## src/rtl/seq_detect_pkg.sv

```systemverilog
// Shared types and helpers for the multi-channel serial pattern detector.
//   fill_state_e : classification of a channel's history fill level
//   fill_state() : maps a fill level onto EMPTY/FILLING/ARMED
//   fill_next()  : next fill level after an accepted bit
//   sat_inc()    : saturating increment for a counter of a given width (1..32)
package seq_detect_pkg;

    typedef enum logic [1:0] {
        EMPTY   = 2'd0,
        FILLING = 2'd1,
        ARMED   = 2'd2
    } fill_state_e;

    function automatic fill_state_e fill_state(logic [31:0] fill, logic [31:0] fill_max);
        if (fill == 32'd0)
            return EMPTY;
        else if (fill >= fill_max)
            return ARMED;
        else
            return FILLING;
    endfunction

    // Without overlap a match consumes the whole history, so the channel
    // starts collecting from scratch; otherwise the level saturates.
    function automatic logic [31:0] fill_next(logic [31:0] fill, logic match,
                                              logic overlap, logic [31:0] fill_max);
        if (match && !overlap)
            return 32'd0;
        else if (fill < fill_max)
            return fill + 32'd1;
        else
            return fill;
    endfunction

    function automatic logic [31:0] sat_inc(logic [31:0] v, int unsigned w);
        logic [31:0] vmax;
        vmax = 32'hFFFF_FFFF >> (32 - w);
        if (v >= vmax)
            return vmax;
        else
            return v + 32'd1;
    endfunction

endpackage

```

## src/rtl/seq_detect_mealy_if.sv

```systemverilog
// Bus between the serial front-end (master) and the detector (slave).
//   clr   : synchronous clear of all channels
//   cen   : per-channel sample enable
//   din   : per-channel serial bit
//   doutx : per-channel combinational match
//   douty : per-channel registered match
//   count : per-channel match counters, channel 0 at the LSBs
interface seq_detect_mealy_if #(
    parameter int CHANNELS = 2,
    parameter int CNT_W    = 8
);
    logic                      clr;
    logic [CHANNELS-1:0]       cen;
    logic [CHANNELS-1:0]       din;
    logic [CHANNELS-1:0]       doutx;
    logic [CHANNELS-1:0]       douty;
    logic [CHANNELS*CNT_W-1:0] count;

    modport master (output clr, cen, din, input  doutx, douty, count);
    modport slave  (input  clr, cen, din, output doutx, douty, count);
endinterface

```

## src/rtl/seq_detect_chan.sv

```systemverilog
// One detector channel: history shift register, fill level, saturating
// match counter and registered match output.
//   clk, reset : clock, async active-high reset
//   clr        : synchronous clear (wins over an accepted bit)
//   cen, din   : sample enable and serial bit
//   doutx      : Mealy match, same cycle as the completing bit
//   douty      : doutx registered
//   count      : saturating match count
module seq_detect_chan
    import seq_detect_pkg::*;
#(
    parameter int               PAT_W   = 3,
    parameter logic [PAT_W-1:0] PATTERN = 3'b101,
    parameter int               OVERLAP = 1,
    parameter int               CNT_W   = 8
) (
    input  logic             clk,
    input  logic             reset,
    input  logic             clr,
    input  logic             cen,
    input  logic             din,
    output logic             doutx,
    output logic             douty,
    output logic [CNT_W-1:0] count
);
    localparam int FW = $clog2(PAT_W);
    localparam logic [31:0] FILL_MAX = 32'(PAT_W - 1);

    logic [PAT_W-2:0] hist;
    logic [FW-1:0]    fill;
    logic [PAT_W-1:0] window;
    fill_state_e      state;
    logic             match;
    logic [31:0]      fill_nx32;
    logic [31:0]      cnt_nx32;

    // window doubles as the candidate match and the shifted history
    assign window = {hist, din};
    assign state  = fill_state(32'(fill), FILL_MAX);
    assign match  = cen & ~clr & ~reset & (state == ARMED) & (window == PATTERN);
    assign doutx  = match;

    always_comb begin
        fill_nx32 = fill_next(32'(fill), match, OVERLAP != 0, FILL_MAX);
        cnt_nx32  = sat_inc(32'(count), CNT_W);
    end

    always_ff @(posedge clk or posedge reset) begin
        if (reset) begin
            hist  <= '0;
            fill  <= '0;
            count <= '0;
            douty <= 1'b0;
        end else begin
            douty <= match;
            if (clr) begin
                hist  <= '0;
                fill  <= '0;
                count <= '0;
            end else if (cen) begin
                hist <= window[PAT_W-2:0];
                fill <= fill_nx32[FW-1:0];
                if (match)
                    count <= cnt_nx32[CNT_W-1:0];
            end
        end
    end
endmodule

```

## src/rtl/seq_detect_mealy.sv

```systemverilog
// Multi-channel serial pattern detector. Each channel independently
// watches its own serial stream for PATTERN (MSB received first).
//   clk, reset : clock, async active-high reset
//   bus        : slave side of seq_detect_mealy_if (clr/cen/din in,
//                doutx/douty/count out)
module seq_detect_mealy
    import seq_detect_pkg::*;
#(
    parameter int               CHANNELS = 2,
    parameter int               PAT_W    = 3,
    parameter logic [PAT_W-1:0] PATTERN  = 3'b101,
    parameter int               OVERLAP  = 1,
    parameter int               CNT_W    = 8
) (
    input  logic               clk,
    input  logic               reset,
    seq_detect_mealy_if.slave  bus
);
    for (genvar i = 0; i < CHANNELS; i++) begin : g_chan
        seq_detect_chan #(
            .PAT_W   (PAT_W),
            .PATTERN (PATTERN),
            .OVERLAP (OVERLAP),
            .CNT_W   (CNT_W)
        ) u_chan (
            .clk   (clk),
            .reset (reset),
            .clr   (bus.clr),
            .cen   (bus.cen[i]),
            .din   (bus.din[i]),
            .doutx (bus.doutx[i]),
            .douty (bus.douty[i]),
            .count (bus.count[i*CNT_W +: CNT_W])
        );
    end
endmodule

```

## src/flat_wrapper.sv

```systemverilog
// flat-port wrapper written by rule: the top's interface ports become plain ports
module seq_detect_mealy_flat import seq_detect_pkg::*;
#(
    parameter int               CHANNELS = 2,
    parameter int               PAT_W    = 3,
    parameter logic [PAT_W-1:0] PATTERN  = 3'b101,
    parameter int               OVERLAP  = 1,
    parameter int               CNT_W    = 8
)
  (clk, reset, bus_clr, bus_cen, bus_din, bus_doutx, bus_douty, bus_count);
  seq_detect_mealy_if #(.CHANNELS(CHANNELS), .CNT_W(CNT_W)) bus_i ();
  input  logic clk;
  input  logic reset;
  input wire logic [$bits(bus_i.clr)-1:0] bus_clr;
  input wire logic [$bits(bus_i.cen)-1:0] bus_cen;
  input wire logic [$bits(bus_i.din)-1:0] bus_din;
  output wire logic [$bits(bus_i.doutx)-1:0] bus_doutx;
  output wire logic [$bits(bus_i.douty)-1:0] bus_douty;
  output wire logic [$bits(bus_i.count)-1:0] bus_count;
  assign bus_i.clr = bus_clr;
  assign bus_i.cen = bus_cen;
  assign bus_i.din = bus_din;
  assign bus_doutx = bus_i.doutx;
  assign bus_douty = bus_i.douty;
  assign bus_count = bus_i.count;
  seq_detect_mealy #(.CHANNELS(CHANNELS), .PAT_W(PAT_W), .PATTERN(PATTERN), .OVERLAP(OVERLAP), .CNT_W(CNT_W)) u_core (.clk(clk), .reset(reset), .bus(bus_i));
endmodule
```

## config.mk

```make
export PLATFORM = sky130hd
export DESIGN_NAME = seq_detect_mealy_flat
export DESIGN_NICKNAME = d
export VERILOG_FILES = /design/src/rtl/seq_detect_pkg.sv /design/src/rtl/seq_detect_mealy_if.sv /design/src/rtl/seq_detect_chan.sv /design/src/rtl/seq_detect_mealy.sv /design/src/flat_wrapper.sv
export SDC_FILE = /design/constraint.sdc
export NUM_CORES = 1
export LEC_CHECK = 0
export CAP_MARGIN = 20
export CORE_MARGIN = 4
export CORE_UTILIZATION = 35
export CTS_BUF_LIST = sky130_fd_sc_hd__clkbuf_8 sky130_fd_sc_hd__clkbuf_16
export DETAILED_ROUTE_END_ITERATION = 7
export PLACE_DENSITY_LB_ADDON = 0.15
export SYNTH_ARGS = -nofsm -noshare
export SYNTH_HDL_FRONTEND = slang
export SYNTH_SLANG_ARGS = --single-unit
export TNS_END_PERCENT = 20
```

## constraint.sdc

```tcl
create_clock -name clk -period 2.59 [get_ports clk]
set_input_delay 0.3885 -clock clk [delete_from_list [all_inputs] [get_ports clk]]
set_output_delay 0.3885 -clock clk [all_outputs]
set_load 0.02 [all_outputs]
```

==> flow_summary.yaml <==
# generated from flow reports
setup_path:
  crit_type: "flip-flop to output port"
  critical_path_buf_inv_count: 2
  ordered_cell_list_for_the_critical_path: "inv_1, ha_1, nor4b_1, o2111a_2, and2_1, dlygate4sd2_1"
  critPathLaunchType: "flip-flop"
  cp_data_required_time_ps: 2200
  ff2ff_path_depth: 7
  crit_fanout: 5
  cpLargestDelayFamily: "simple AND/OR/NAND/NOR gates"
  worstReg2RegEnd: "u_core.g_chan[0].u_chan.count[4]"
  timing.critical_path.arrival_ps: 2000
  cp-end-kind: "output port"
  timing.reg2reg.setup_slack_ps: 620
timing:
  count_of_final_max_slew_check_failures: 0
  worstMarginPinSlew_ps: 391.3
  rsz0062_at_grt: "false"
  post-route-period-util_pct: 92.03
  setup_tns_final_ps: 0
  number_of_endpoints_with_negative_hold_slack_in_the_final_report: 0
  setup_viol: 0
worst_hold_path:
  hold_critical_path_endpoint: "u_core.g_chan[1].u_chan.hist[1]"
  whs_path_depth: 2
logic_synthesis:
  synth.cell_area_sq_mm: 0.001404
  netlist-cell-type-count: 40
  synth_flops: 26
  synth-edff-count: 0
  area_leaders: "sky130_fd_sc_hd__dfrtp_1, sky130_fd_sc_hd__ha_1, sky130_fd_sc_hd__nor2_1"
  ys_cells: 133
  ys_chip_area_sq_mm: 0.001404
  synth_top_area_share_pct: 46.35
  synth-main-ff-cell: "sky130_fd_sc_hd__dfrtp_1"
  cells_after_synthesis: 133
  synthesis.yosys.warnings: 0
  postSynthAreaPerCell_sq_um: 10.56
  async_reset_ff_share_pct: 100.0
clock_tree:
  path_clk_slew_ps: 90
  clock_tree.htree_level_count: 1
  numClockSinks: 26
  clock_tree_from_tritoncts: "done"
  numCtsBuffers: 3
  root_buffer: "sky130_fd_sc_hd__clkbuf_8"
  number_of_hold_repair_buffers_added_at_the_cts_stage: 0
  clock.latency.late_pin_ps: 270
final_layout:
  final_cell_area_sq_mm: 0.001782
  postLayoutCoreUtil_pct: 47.25
  ff_latch_area_sq_um: 650.6
  nFillCells: 340
  combGateArea_sq_um: 664.4
  finish.net_count: 177
power_and_ir_drop:
  p_leak_nw: 0.7928
  fin_total_pwr_mw: 0.7781
  power_density_mw_per_mm2: 436.7
  power.internal_mw: 0.5952
  power_frac_clock_pct: 33.4
  pwr-share-seq_pct: 55.2
  power.share.combinational_pct: 11.4
  sw_frac_of_total_pct: 23.50
global_route:
  final_global_route_overflow_total: 0
  globalRouteTotalUtil_pct: 12.66
  grt_max_degree: 20
  number_of_antenna_violations_at_the_first_check_in_global_routing: 0
  first_pass_grt_wire_length_mm: 5.264
drt:
  wl_per_cell_um: 13.83
  postRouteAntennaNets: 0
  postRouteWirelength_mm: 2.918
die:
  floorplan.die.height_um: 71.33
  top_level_i_o_count: 27
  floorplanUtilization_pct: 37.23
placement:
  detailedPlacementHpwl_mm: 2.208
  port-buffer-count: 26
  dpl-instance-area_sq_mm: 0.001728
  gp_routability_congestion: 0.8016
flow_run:
  warning_count: 28
status:
  run_status: "complete, no violations"
## cells in the final DEF (no fill, tap or decap), drive strengths merged, types with 4 or more instances in the layout
cell type,instances
clkdlybuf4s50,24
dfrtp,26
nor2,14
a21oi,8
mux2i,4
a211oi,4
and3,6
clkbuf,4
inv,9
a311oi,4
buf,8
ha,6
## state kept, by name (all words and copies together), names as in the netlist
name	count
u_core.g_chan.u_chan.hist	4
u_core.g_chan.u_chan.count	16
u_core.g_chan.u_chan.douty	2
u_core.g_chan.u_chan.fill	4
## metrics by stage
step	setup WS, ps	hold slack [ps]	cells
after floorplan	661.9	428.5	133
final	206.3	529.2	211
after global placement	3.214	500.3	207
after CTS	179.8	534.6	211
after global routing	42.66	552.4	211
after detailed placement	-33.73	509.7	207
## timing repair
action / CTS / global route
gates resized: 3 / 0
setup buffers: 0 / 0
setup endpoints to repair: 2 / 0
## cell type report
type                    count  share of cell area [%]
inverters                   9                   1.896
flip-flops and latches     26                   36.52
multi-input cells          90                   37.29
clock buffers               4                   3.090
repair buffers             34                   17.84
well taps                  48                   3.371
## power by group through the flow
stage / Sequential (mW) / Clock [mW] / Combinational [mW]
4_1_cts: 0.429 / 0.275 / 0.0908
5_1_grt: 0.432 / 0.295 / 0.102
3_5_place_dp: 0.437 / 0 / 0.0897
6_report: 0.429 / 0.260 / 0.0889
2_1_floorplan: 0.435 / 0 / 0.0569
3_3_place_gp: 0.437 / 0 / 0.0876
## worst min-delay path: stages (launching register included)
cell,delay (ps)
sky130_fd_sc_hd__dfrtp_1,350
sky130_fd_sc_hd__mux2i_1,60
sky130_fd_sc_hd__nor2_1,80
## routing by layer
layer  GRT usage, %  up-vias  share of wire [%]
li1               -      550                  -
met1          16.78      533                 48
met5              0        -                  0
met4          2.923        0               0.65
met2          20.51       17                 47
met3          3.506        2                3.8
## logic make-up (layout without fill, tap and decap cells)
family / count (synthesis) / count (layout) / share of synthesized area (%)
AND/OR/NAND/NOR: 49 / 49 / 22.46
AND-OR/OR-AND: 29 / 29 / 15.33
flip-flops: 26 / 26 / 46.35
buffers and inverters: 17 / 47 / 6.417
adder cells (fa/ha/maj): 6 / 6 / 5.347
multiplexers: 4 / 4 / 2.852
XOR/XNOR: 2 / 2 / 1.248
## worst max path at each step
stage	cells past startpoint	slack (ps)	to	startpoint
2_1_floorplan	7	660	bus_doutx[1]	u_core.g_chan[1].u_chan.fill[1]
5_1_grt	6	40	bus_doutx[1]	u_core.g_chan[1].u_chan.fill[1]
3_5_place_dp	5	-30	bus_doutx[1]	reset
4_1_cts	6	180	bus_doutx[1]	u_core.g_chan[1].u_chan.fill[1]
3_3_place_gp	5	3	bus_doutx[1]	reset
6_report	6	210	bus_doutx[1]	u_core.g_chan[1].u_chan.fill[1]
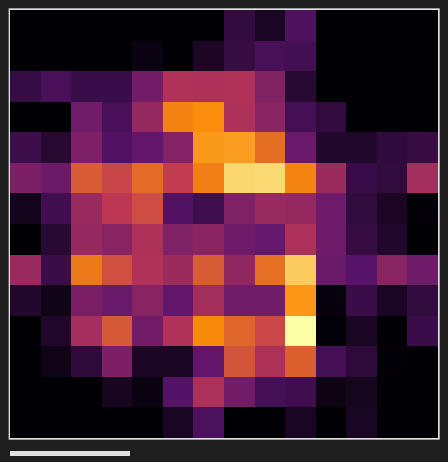
**Above:** wire density map.
Scale bar: 20 um. The die is cut into 14 by 14 equal tiles; black is low, pale yellow is high, scaled to the fullest tile. Values are wire area over tile area, all layers added.
fullest tile	0.37
emptiest ninth of the die	top right
nearly empty tiles	28%
densest ninth of the die	middle
tiles over half the peak	14%
mean over tiles	0.089

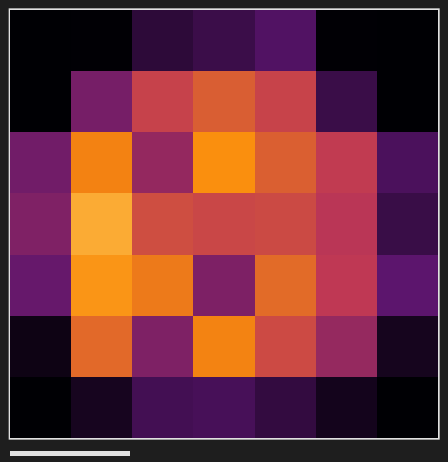
**Above:** placement density heat map.
Scale bar: 20 um. The die is cut into 7 by 7 equal tiles; black is low, pale yellow is high, 0 to 100% covered.
fullest tile	82%
emptiest ninth of the die	top right
mean over tiles	34%
tiles over 75% full	6.1%

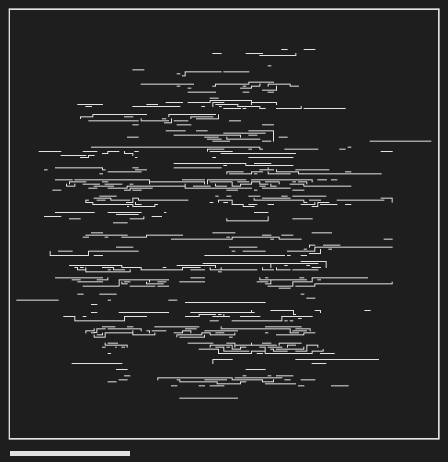
**Above:** the metal 1 layer.
Scale bar: 20 um.
wire length on this layer	1410 um
share of all routed wire	48%
nets with wire on the layer	150

No activity file was given, so power comes from the tool's default toggle rates.
